## src/rtl/sram_ctrl_pkg.sv

```systemverilog
// -----------------------------------------------------------------------------
// sram_ctrl_pkg
// Shared definitions for the SRAM initiator:
//   sram_ctrl_state_t : controller state encoding
//   ctr_width()       : wait-counter width for a given pair of strobe lengths
//   CTR_W_MIN         : smallest counter width ever used
//   DEF_CTR_W         : counter width for the default 2/2 wait-state setup
// -----------------------------------------------------------------------------
package sram_ctrl_pkg;

  typedef enum logic [2:0] {
    ST_IDLE     = 3'd0,
    ST_SETUP    = 3'd1,
    ST_WR_PULSE = 3'd2,
    ST_RD_PULSE = 3'd3,
    ST_DONE     = 3'd4
  } sram_ctrl_state_t;

  localparam int CTR_W_MIN       = 1;
  localparam int DEF_WE_CYCLES   = 2;
  localparam int DEF_RD_CYCLES   = 2;

  // The counter only ever holds (cycles - 1), so $clog2(max cycles) bits are
  // enough; a single-cycle strobe would give 0, hence the floor.
  function automatic int ctr_width(input int we_cycles, input int rd_cycles);
    int m;
    int w;
    m = (we_cycles > rd_cycles) ? we_cycles : rd_cycles;
    w = $clog2(m);
    return (w < CTR_W_MIN) ? CTR_W_MIN : w;
  endfunction

  localparam int DEF_CTR_W = ctr_width(DEF_WE_CYCLES, DEF_RD_CYCLES);

endpackage

```

## src/rtl/sram_wait_ctr.sv

```systemverilog
// -----------------------------------------------------------------------------
// sram_wait_ctr
// Loadable down-counter timing the strobe pulses. Counts down to zero and
// stays there until the next load.
//   CLK      in  system clock
//   RST      in  synchronous active-high reset (count -> 0)
//   LOAD     in  load LOAD_VAL on the next rising edge
//   LOAD_VAL in  W   value to load
//   ZERO     out count is zero (terminal count)
// -----------------------------------------------------------------------------
module sram_wait_ctr
  import sram_ctrl_pkg::*;
#(
  parameter int W = DEF_CTR_W
) (
  input  logic         CLK,
  input  logic         RST,
  input  logic         LOAD,
  input  logic [W-1:0] LOAD_VAL,
  output logic         ZERO
);

  logic [W-1:0] r_cnt;

  always_ff @(posedge CLK) begin
    if (RST) begin
      r_cnt <= '0;
    end else if (LOAD) begin
      r_cnt <= LOAD_VAL;
    end else if (r_cnt != '0) begin
      r_cnt <= r_cnt - 1'b1;
    end
  end

  assign ZERO = (r_cnt == '0);

endmodule

```

## src/rtl/sram_ctrl.sv

```systemverilog
// -----------------------------------------------------------------------------
// sram_ctrl
// Synchronous initiator for an asynchronous SRAM. Turns a valid/ready request
// stream into registered ADDR/WDATA/N_WE/N_OE pin activity with programmable
// write and read strobe lengths, and reports completion with a one-cycle
// response pulse.
//
// state       | meaning
// ------------+---------------------------------------------------------------
// ST_IDLE     | ready for a request; strobes high
// ST_SETUP    | address/data driven, strobes still high (setup time)
// ST_WR_PULSE | N_WE low for WE_CYCLES cycles
// ST_RD_PULSE | N_OE low for RD_CYCLES cycles; RDATA sampled on the last edge
// ST_DONE     | strobes high, pins held (hold time), RSP_VALID high
//
// Ports:
//   CLK, RST                 clock, synchronous active-high reset
//   REQ_VALID/REQ_READY      request handshake
//   REQ_WRITE/ADDR/DATA      request payload
//   RSP_VALID/WRITE/DATA     completion pulse, op type, last read data
//   ADDR, WDATA, RDATA       SRAM address / write data / read data pins
//   N_WE, N_OE               SRAM active-low strobes
// -----------------------------------------------------------------------------
module sram_ctrl
  import sram_ctrl_pkg::*;
#(
  parameter int DEPTH     = 12,
  parameter int WIDTH     = 8,
  parameter int WE_CYCLES = 2,
  parameter int RD_CYCLES = 2
) (
  input  logic             CLK,
  input  logic             RST,
  input  logic             REQ_VALID,
  output logic             REQ_READY,
  input  logic             REQ_WRITE,
  input  logic [DEPTH-1:0] REQ_ADDR,
  input  logic [WIDTH-1:0] REQ_DATA,
  output logic             RSP_VALID,
  output logic             RSP_WRITE,
  output logic [WIDTH-1:0] RSP_DATA,
  output logic [DEPTH-1:0] ADDR,
  output logic [WIDTH-1:0] WDATA,
  input  logic [WIDTH-1:0] RDATA,
  output logic             N_WE,
  output logic             N_OE
);

  if (WE_CYCLES < 1) begin : g_bad_we_cycles
    $error("sram_ctrl: WE_CYCLES must be >= 1");
  end
  if (RD_CYCLES < 1) begin : g_bad_rd_cycles
    $error("sram_ctrl: RD_CYCLES must be >= 1");
  end

  localparam int CTR_W = ctr_width(WE_CYCLES, RD_CYCLES);
  localparam logic [CTR_W-1:0] WE_LOAD = CTR_W'(WE_CYCLES - 1);
  localparam logic [CTR_W-1:0] RD_LOAD = CTR_W'(RD_CYCLES - 1);

  sram_ctrl_state_t r_state;
  logic             r_is_write;
  logic [DEPTH-1:0] r_addr;
  logic [WIDTH-1:0] r_wdata;
  logic             r_n_we;
  logic             r_n_oe;
  logic             r_rsp_valid;
  logic             r_rsp_write;
  logic [WIDTH-1:0] r_rsp_data;

  logic             w_accept;
  logic             w_ctr_load;
  logic [CTR_W-1:0] w_ctr_val;
  logic             w_ctr_zero;

  assign REQ_READY  = (r_state == ST_IDLE) && !RST;
  assign w_accept   = REQ_VALID && REQ_READY;

  // The counter is armed in SETUP so that it already holds (cycles - 1) in the
  // first strobe cycle; zero then marks the last strobe cycle.
  assign w_ctr_load = (r_state == ST_SETUP);
  assign w_ctr_val  = r_is_write ? WE_LOAD : RD_LOAD;

  sram_wait_ctr #(
    .W        (CTR_W)
  ) u_wait_ctr (
    .CLK      (CLK),
    .RST      (RST),
    .LOAD     (w_ctr_load),
    .LOAD_VAL (w_ctr_val),
    .ZERO     (w_ctr_zero)
  );

  always_ff @(posedge CLK) begin
    if (RST) begin
      r_state     <= ST_IDLE;
      r_is_write  <= 1'b0;
      r_addr      <= '0;
      r_wdata     <= '0;
      r_n_we      <= 1'b1;
      r_n_oe      <= 1'b1;
      r_rsp_valid <= 1'b0;
      r_rsp_write <= 1'b0;
      r_rsp_data  <= '0;
    end else begin
      r_rsp_valid <= 1'b0;
      case (r_state)
        ST_IDLE: begin
          if (w_accept) begin
            r_addr     <= REQ_ADDR;
            r_wdata    <= REQ_DATA;
            r_is_write <= REQ_WRITE;
            r_state    <= ST_SETUP;
          end
        end
        ST_SETUP: begin
          if (r_is_write) begin
            r_n_we  <= 1'b0;
            r_state <= ST_WR_PULSE;
          end else begin
            r_n_oe  <= 1'b0;
            r_state <= ST_RD_PULSE;
          end
        end
        ST_WR_PULSE: begin
          if (w_ctr_zero) begin
            r_n_we      <= 1'b1;
            r_rsp_valid <= 1'b1;
            r_rsp_write <= 1'b1;
            r_state     <= ST_DONE;
          end
        end
        ST_RD_PULSE: begin
          if (w_ctr_zero) begin
            r_n_oe      <= 1'b1;
            r_rsp_data  <= RDATA;
            r_rsp_valid <= 1'b1;
            r_rsp_write <= 1'b0;
            r_state     <= ST_DONE;
          end
        end
        ST_DONE: begin
          r_state <= ST_IDLE;
        end
        default: begin
          r_state <= ST_IDLE;
        end
      endcase
    end
  end

  assign ADDR      = r_addr;
  assign WDATA     = r_wdata;
  assign N_WE      = r_n_we;
  assign N_OE      = r_n_oe;
  assign RSP_VALID = r_rsp_valid;
  assign RSP_WRITE = r_rsp_write;
  assign RSP_DATA  = r_rsp_data;

`ifdef FORMAL
  a_one_strobe : assert property (@(posedge CLK) r_n_we || r_n_oe);
  a_wr_stable  : assert property (@(posedge CLK)
                   (!r_n_we && $past(!r_n_we)) |-> ($stable(r_addr) && $stable(r_wdata)));
  a_rd_stable  : assert property (@(posedge CLK)
                   (!r_n_oe && $past(!r_n_oe)) |-> $stable(r_addr));
  a_we_edges   : assert property (@(posedge CLK)
                   $changed(r_n_we) |-> (r_state == ST_WR_PULSE ||
                                         $past(r_state) == ST_WR_PULSE));
`endif

endmodule

```

## config.mk

```make
export PLATFORM = sky130hd
export DESIGN_NAME = sram_ctrl
export DESIGN_NICKNAME = d
export VERILOG_FILES = /design/src/rtl/sram_ctrl_pkg.sv /design/src/rtl/sram_wait_ctr.sv /design/src/rtl/sram_ctrl.sv
export SDC_FILE = /design/constraint.sdc
export NUM_CORES = 1
export LEC_CHECK = 0
export ABC_AREA = 1
export CAP_MARGIN = 25
export CORE_ASPECT_RATIO = 0.8
export CORE_MARGIN = 4
export CORE_UTILIZATION = 40
export DETAILED_ROUTE_END_ITERATION = 6
export PLACE_DENSITY = 0.87
export SYNTH_ARGS = -nofsm -noshare
export SYNTH_HDL_FRONTEND = slang
export SYNTH_SLANG_ARGS = --single-unit
```

## constraint.sdc

```tcl
create_clock -name CLK -period 1.3 [get_ports CLK]
set_input_delay 0.26 -clock CLK [delete_from_list [all_inputs] [get_ports CLK]]
set_output_delay 0.26 -clock CLK [all_outputs]
set_load 0.02 [all_outputs]
```

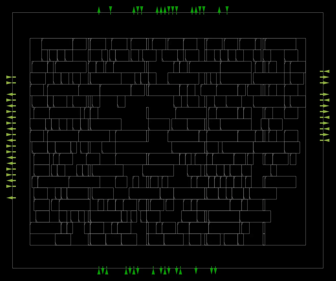
(images/final_placement.png)
number of tap cells added at floorplan: 40
post-route non-filler standard cell count: 285
sequential portion of the cell area: 0.3283
Flops: 37

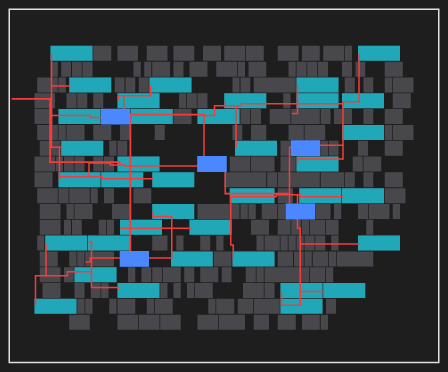
(images/clock_map.png)
Key: clock wires = red [length 427 um]; flip-flops = cyan [count 37]; cells driving clock nets = blue [count 5]
There are 6 routed clock nets.
Clock Latency Late Sink: 280 ps
clock group total power: 0.000860 W
Layout Skew: 2.393 ps

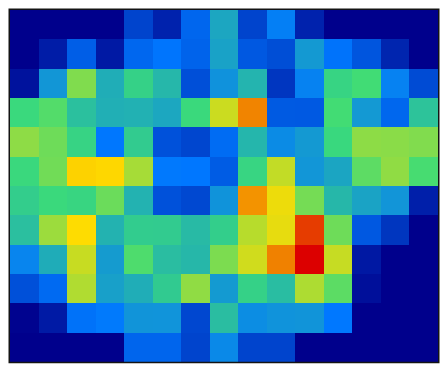
(images/wire_density.png)
15 x 12 tiles, from dark blue (low) to red (high), scaled to the fullest tile. Values are wire area over tile area, all layers added.
The fullest tile reaches 0.38. 22% of the tiles are over half the peak. The densest ninth of the die: west.
total routing usage reported by global routing: 0.1605
detail-routed net length per standard cell: 12.06 um
final wirelength: 3437 um
routed via count: 1358

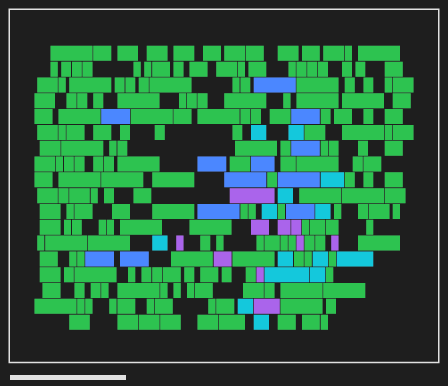
(images/drive_strength.png)
Bar = 20 um.
Key: drive 3 to 4 = cyan [cells 14]; drive 2 = purple [cells 10]; drive 6 and up = blue [cells 12]; drive 1 or less = green [cells 209]
min setup slack post-route: 0.002109 ps
final standard cell area without fillers: 2260 um2
layout buffer count excluding clock buffers: 78
synthesis-to-layout area growth: 64.03%

==> summary.json <==
{
  "reg2reg_slack_ps": 0.002,
  "min_path_cells": 3,
  "num_rows": 18,
  "max_cap_viol": 0,
  "postSynthRegisterBits": 37,
  "timing.max_slew.rel_slack": 0.8053,
  "mostFrequentLayoutCells": "sky130_fd_sc_hd__dfxtp_1 (36), sky130_fd_sc_hd__dlygate4sd2_1 (32), sky130_fd_sc_hd__clkdlybuf4s50_1 (30)",
  "reg2reg_depth": 6,
  "drcViolationCount": 0,
  "outcome": "finished, final reports clean",
  "yosysWarnings": 0,
  "antenna_violations_before_repair": 0,
  "netlist_instances": 168,
  "final_net_count": 276,
  "detailedRoute.firstPassIterationCount": 4,
  "ctsHoldBuffers": 0,
  "clock-root-buffer": "sky130_fd_sc_hd__clkbuf_8",
  "tool_warnings": 28,
  "setup.worst_path.class": "reg2reg",
  "drv_slew": 0
}
-- worst max path at each step --
stage                    start   endpoint  slack, ps
detailed placement         RST  REQ_READY       -430
floorplan           r_state[0]  REQ_READY        160
global route        r_state[0]       N_WE        -90
global placement           RST  REQ_READY       -420
CTS                 r_state[2]  REQ_READY        -20
finish              r_state[0]  RSP_VALID      0.002
-- Yosys cell counts (all sizes together) --
library cell,count
o21ai,30
inv,27
nand3,25
nand4,2
nand3b,1
nand2,9
buf,7
nor4,1
nor2,20
o211ai,2
a21oi,5
dfxtp,37
clkbuf,2
-- worst max-delay path, cell delays in order (launching register included) --
cell and delay (ps):
sky130_fd_sc_hd__dfxtp_2 330, sky130_fd_sc_hd__buf_4 160, sky130_fd_sc_hd__nor2_4 160, sky130_fd_sc_hd__buf_6 120
sky130_fd_sc_hd__nand3b_1 130, sky130_fd_sc_hd__buf_4 190, sky130_fd_sc_hd__a21oi_1 140
-- registers in the layout (all words and copies together), names as in the netlist --
signal / cells
RSP_WRITE: 1
N_OE: 1
WDATA: 8
r_is_write: 1
r_state: 3
RSP_VALID: 1
N_WE: 1
u_wait_ctr.r_cnt: 1
ADDR: 12
RSP_DATA: 8
-- logic make-up (layout without fill, tap and decap cells) --
kind of cell,count (synthesis),in the layout,share of synthesized area
AND/OR/NAND/NOR,58,58,0.2162
AND-OR/OR-AND,37,37,0.1380
flip-flops,37,37,0.5377
buffers and inverters,36,113,0.1081
-- what timing repair did --
| action | CTS | global route |
|---|---|---|
| resized | 40 | 7 |
| setup buffers | 0 | 1 |
| pin swaps | 0 | 2 |
| setup endpoints to repair | 37 | 16 |
-- per-layer routing --
metal / routed length [um] / track usage / part of all wire
met1: 1494 / 0.1906 / 0.43
met2: 1644 / 0.2614 / 0.48
met3: 262 / 0.06457 / 0.076
met4: 36 / 0.06460 / 0.010
met5: 0 / 0 / 0
-- power breakdown --
group / internal [W] / switching, W / leakage [nW]
clock network: 0.000479 / 0.000381 / 0.0542
logic: 0.000607 / 0.000763 / 0.760
registers: 0.00137 / 0.000126 / 0.303
total: 0.00245 / 0.00127 / 1.12
-- per-stage QoR --
stage | TNS, ps | hold WS (ps) | instance area, um2
detailed placement | -8249 | 460.1 | 2162
finish | 0 | 345.8 | 2260
floorplan | 0 | 394.9 | 1384
CTS | -23.17 | 473.5 | 2235
global route | -263.6 | 366.1 | 2260
global placement | -7358 | 442.7 | 2162
-- final cells by class --
cell class	instances	area, um2	share of cell area
Clock buffer	7	96.34	0.04264
Clock inverter	1	5.005	0.002215
Inverter	27	101.3	0.04485
Multi-Input combinational cell	95	518.0	0.2292
Sequential cell	37	742.0	0.3283
Tap cell	40	50.05	0.02215
Timing Repair Buffer	78	747.0	0.3306
No activity file was given, so power comes from the tool's default toggle rates.
